File: src/rtl/arb_defs_pkg.sv
// Shared definitions for the four-source bus arbiter: FSM encodings,
// widths and the one-hot helper used by both the picker and the top level.
package arb_defs_pkg;

   localparam int NUM_REQ = 4;
   localparam int SEL_W   = 2;

   typedef enum logic [1:0] {
      IDLE  = 2'b00,
      GRANT = 2'b01,
      TURN  = 2'b10
   } arb_state_t;

   function automatic logic [NUM_REQ-1:0] onehot(input logic [SEL_W-1:0] idx);
      return NUM_REQ'(1) << idx;
   endfunction

endpackage

File: src/rtl/rr_pick4.sv
// Combinational round-robin priority encoder: the search starts one past
// the previous owner and wraps upward, so the previous owner ranks last.
module rr_pick4
   import arb_defs_pkg::*;
(
   input  logic [NUM_REQ-1:0] req,
   input  logic [SEL_W-1:0]   last,
   output logic [SEL_W-1:0]   winner,
   output logic               any
);

   logic [SEL_W-1:0] idx;

   // Walk from the lowest priority up so the highest-priority hit is written last.
   always_comb begin
      winner = last;
      idx    = '0;
      any    = |req;
      for (int i = NUM_REQ; i >= 1; i--) begin
         idx = last + SEL_W'(i);
         if (req[idx]) winner = idx;
      end
   end

endmodule

File: src/rtl/bus_arbiter_4.sv
// Round-robin owner sequencer for the shared internal data bus: drives the
// 4:1 mux select and a one-hot grant, with a turnaround cycle between owners.
//
//   state | meaning
//   IDLE  | no owner; pick a winner by round-robin when any req is set
//   GRANT | grant[last] held; release on req drop or on hold limit under contention
//   TURN  | single dead cycle, grant = 0, sel frozen
module bus_arbiter_4
   import arb_defs_pkg::*;
#(
   parameter int HOLD_MAX = 8
)
(
   input  logic               clk,
   input  logic               rst,
   input  logic [NUM_REQ-1:0] req,
   output logic [NUM_REQ-1:0] grant,
   output logic [SEL_W-1:0]   sel,
   output logic               busy
);

   localparam bit         LIMITED  = (HOLD_MAX != 0);
   localparam logic [7:0] HOLD_LIM = 8'(HOLD_MAX - 1);

   arb_state_t       state;
   logic [SEL_W-1:0] last;
   logic [7:0]       hold_cnt;
   logic [SEL_W-1:0] winner;
   logic             any;
   logic             others;
   logic             release_now;

   rr_pick4 u_pick (
      .req    (req),
      .last   (last),
      .winner (winner),
      .any    (any)
   );

   assign others      = |(req & ~onehot(last));
   assign release_now = !req[last] || (LIMITED && (hold_cnt == HOLD_LIM) && others);

   always_ff @(posedge clk) begin
      if (rst) begin
         state    <= IDLE;
         grant    <= '0;
         sel      <= '0;
         busy     <= 1'b0;
         last     <= 2'd3;
         hold_cnt <= '0;
      end else begin
         case (state)
            IDLE: begin
               grant <= '0;
               busy  <= 1'b0;
               if (any) begin
                  grant    <= onehot(winner);
                  sel      <= winner;
                  last     <= winner;
                  hold_cnt <= '0;
                  busy     <= 1'b1;
                  state    <= GRANT;
               end
            end
            GRANT: begin
               if (release_now) begin
                  grant <= '0;
                  state <= TURN;
               end else if (hold_cnt != 8'hFF) begin
                  hold_cnt <= hold_cnt + 8'd1;
               end
            end
            TURN: begin
               grant <= '0;
               busy  <= 1'b0;
               state <= IDLE;
            end
            default: begin
               grant <= '0;
               busy  <= 1'b0;
               state <= IDLE;
            end
         endcase
      end
   end

endmodule

File: config.mk
export PLATFORM = sky130hd
export DESIGN_NAME = bus_arbiter_4
export DESIGN_NICKNAME = d
export VERILOG_FILES = /design/src/rtl/arb_defs_pkg.sv /design/src/rtl/rr_pick4.sv /design/src/rtl/bus_arbiter_4.sv
export SDC_FILE = /design/constraint.sdc
export NUM_CORES = 1
export LEC_CHECK = 0
export CAP_MARGIN = 20
export CORE_MARGIN = 2
export CORE_UTILIZATION = 35
export DETAILED_ROUTE_END_ITERATION = 7
export PLACE_DENSITY = 0.54
export SYNTH_ARGS = -nofsm -noshare
export SYNTH_HDL_FRONTEND = slang
export SYNTH_SLANG_ARGS = --single-unit
export TNS_END_PERCENT = 5
File: constraint.sdc
create_clock -name clk -period 2.1 [get_ports clk]
set_input_delay 0.315 -clock clk [delete_from_list [all_inputs] [get_ports clk]]
set_output_delay 0.315 -clock clk [all_outputs]
set_load 0.05 [all_outputs]
==> COMMIT_EDITMSG <==
Update PnR metrics after Yosys + OpenROAD run

* Switching Share: 0.397
* Placement Cell Area: around 1400 sq um
- The path class of the tightest hold or removal check is flop to flop.
- The synthesized netlist has a Yosys-reported chip area of roughly 1200 sq um.
- Resized cells post-CTS: 0
- Launching instance or port of the critical path: last[1]
- The number of sequential cells reported for the layout is 19.
- Uppermost metal layer occupied by signal nets: met4
* Flip-flop count of the largest register, all copies and words added: 8
- The power report attributes to the combinational group a share of 0.476.
* Ys cells: between 100 and 150
* Combined global-route utilization of all metal layers: 0.157
- Along the critical path, the tally of buffer and inverter instances is 1.
* Clock buffer count in the final layout: 4
- The die is approximately 60 microns tall.
- Area added between synthesis and finish: 24.4%
* Global-route wire length before repair: around 4500 microns
- The layout report lists the clock-cell share of area as 0.0182.
- STA puts the critical path data arrival time at approximately 2.1 ns.
- Core Box Area: 3100 sq um
- GP Congestion: about 0.83
* Final Max Tran Viols: 0
- Post-synth seq share: 0.327
* Fraction of area in registers: 0.263
* # Taps: 44
- Leakage power figure: about 0.58 nW
- In the finished design, the share of the clock period the worst path needs comes to 0.924.
* Worst Reg2Reg Path Length in Cells: 7
- Non-clk invs: 11
- The area taken by multi-input combinational cells is reported as a little over 700 sq um.
- The flow ran to the end, and the final reports show no timing, DRC or antenna violations.
- In the final routing, the length of wire on met1 measures roughly 1400 microns.
* Max-cap viol count: 0
- Antenna diode count: 0
- Entering global routing, the biggest net connects 11 pins.
- Launching element type of the critical path: flop
- The count of nets left with antenna violations once routing finished came out at 0.
- Input/output buffers: 12
* Origin of the worst min-delay path: grant[1]
* Number of buffers added by the clock tree synthesis step: 3
-- synthesized netlist by cell type (5+ instances only) --
library cell	n	share of area
sky130_fd_sc_hd__nand4_1	6	0.032
sky130_fd_sc_hd__mux2i_1	6	0.052
sky130_fd_sc_hd__a21oi_1	7	0.030
sky130_fd_sc_hd__dfxtp_1	19	0.33
sky130_fd_sc_hd__nand2_1	15	0.048
sky130_fd_sc_hd__ha_1	5	0.054
sky130_fd_sc_hd__inv_1	11	0.035
sky130_fd_sc_hd__nor2_1	10	0.032
sky130_fd_sc_hd__o21ai_0	7	0.030
-- tightest hold or removal path, cell delays in order (launching register included) --
cell	delay (ns)
sky130_fd_sc_hd__dfxtp_1	0.34
sky130_fd_sc_hd__nand2_1	0.04
sky130_fd_sc_hd__o21ai_0	0.05
-- power by group through the flow --
stage / Clock [W] / Sequential, W / Combinational [W]
6_report: 0.000191 / 0.000433 / 0.000566
5_1_grt: 0.000217 / 0.000438 / 0.000618
4_1_cts: 0.000199 / 0.000433 / 0.000566
3_5_place_dp: 0 / 0.000442 / 0.000562
3_3_place_gp: 0 / 0.000440 / 0.000555
2_1_floorplan: 0 / 0.000537 / 0.000278
-- cell families (layout without fill, tap and decap cells) --
| kind of cell | after synthesis | after routing | share of synthesized area |
|---|---|---|---|
| simple gates | 53 | 53 | 0.259 |
| compound gates | 36 | 36 | 0.234 |
| flops | 19 | 19 | 0.327 |
| buf+inv | 15 | 41 | 0.0548 |
| mux | 8 | 8 | 0.0710 |
| fa+ha+maj | 5 | 5 | 0.0538 |
-- cells in the final DEF, fill, tap and decap left out, types with 2 or more instances in the layout --
| cell type | instances |
|---|---|
| sky130_fd_sc_hd__or2b_2 | 3 |
| sky130_fd_sc_hd__clkbuf_4 | 3 |
| sky130_fd_sc_hd__inv_1 | 11 |
| sky130_fd_sc_hd__nand2b_1 | 2 |
| sky130_fd_sc_hd__dfxtp_1 | 19 |
| sky130_fd_sc_hd__nand4_1 | 6 |
| sky130_fd_sc_hd__o21ai_0 | 6 |
| sky130_fd_sc_hd__o211ai_1 | 2 |
| sky130_fd_sc_hd__clkdlybuf4s50_1 | 12 |
| sky130_fd_sc_hd__nand2_1 | 15 |
| sky130_fd_sc_hd__mux2i_1 | 6 |
| sky130_fd_sc_hd__nor4_1 | 2 |
| sky130_fd_sc_hd__a21oi_1 | 7 |
| sky130_fd_sc_hd__buf_4 | 14 |
| sky130_fd_sc_hd__nor2_1 | 10 |
| sky130_fd_sc_hd__mux2_2 | 2 |
| sky130_fd_sc_hd__nand3_1 | 3 |
| sky130_fd_sc_hd__o21a_1 | 2 |
| sky130_fd_sc_hd__a31o_1 | 3 |
| sky130_fd_sc_hd__or2_2 | 3 |
| sky130_fd_sc_hd__ha_1 | 5 |
| sky130_fd_sc_hd__a31oi_1 | 2 |
-- through the flow --
stage	std cells	worst slack [ns]	util	setup TNS (ns)	total power (W)
finish	206	0.160	0.467	0	0.00119
global route	206	0.0361	0.467	0	0.00127
CTS	206	0.174	0.467	0	0.00120
detailed placement	202	-0.134	0.458	-0.684	0.00100
global placement	202	-0.0749	0.458	-0.293	0.000995
floorplan	136	0.0688	-	0	0.000816
Figure 1. Signal wires on met3.
Scale bar: 20 microns.
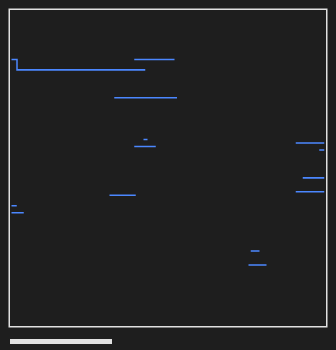
share of all routed wire: 3.1%
nets with wire on the layer: 11
main direction: horizontal
wire length on this layer: 78.9 microns
count of vias placed by the detailed router: 1078
grt met3 use: 0.0315
Total Routed Length: 2550 microns

Figure 2. The metal 1 layer.
Cells faint in the background.
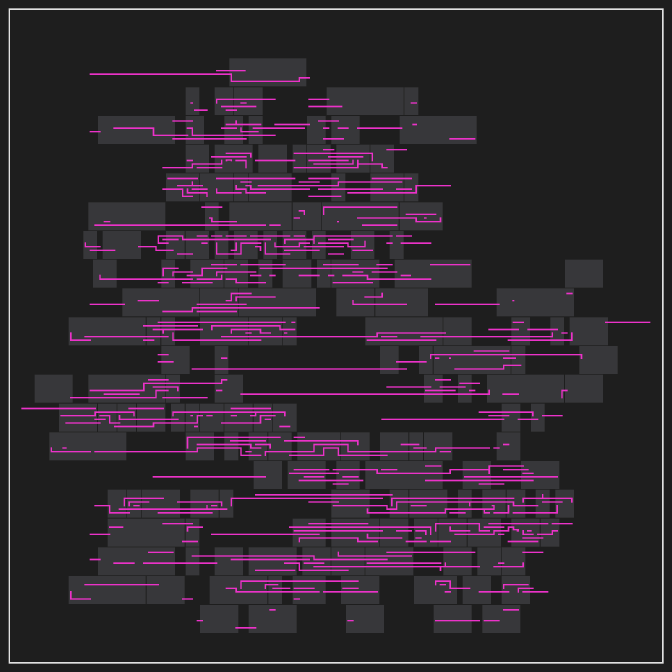
nets with wire on the layer: 157
longest straight run: 23.5 microns
main direction: horizontal
wire length on this layer: 1360 microns
share of all routed wire: 53%
M1 GR Usage: 0.238

Figure 3. Metal 2.
Scale bar: 20 microns.
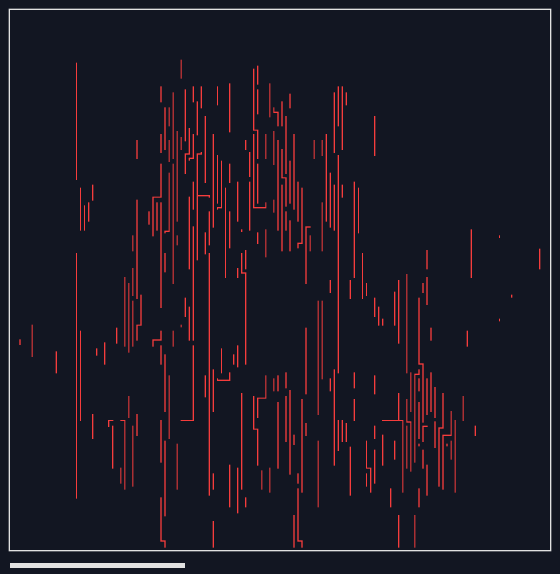
main direction: vertical
share of all routed wire: 42%
wire length on this layer: 1070 microns
longest straight run: 27.9 microns
global routing met2 resource utilization: 0.218

Figure 4. Routed metal per tile.
Scale bar: 20 microns. The die is cut into 12 by 12 equal tiles; dark purple is low, yellow is high, scaled to the fullest tile. Values are wire area over tile area, all layers added.
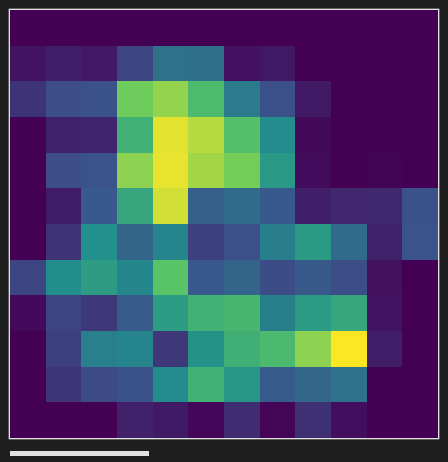
fullest tile: 0.41
mean over tiles: 0.10
emptiest ninth of the die: north-east
tiles over half the peak: 20%
nearly empty tiles: 30%
densest ninth of the die: centre

Power is estimated from default activity; no workload was simulated.
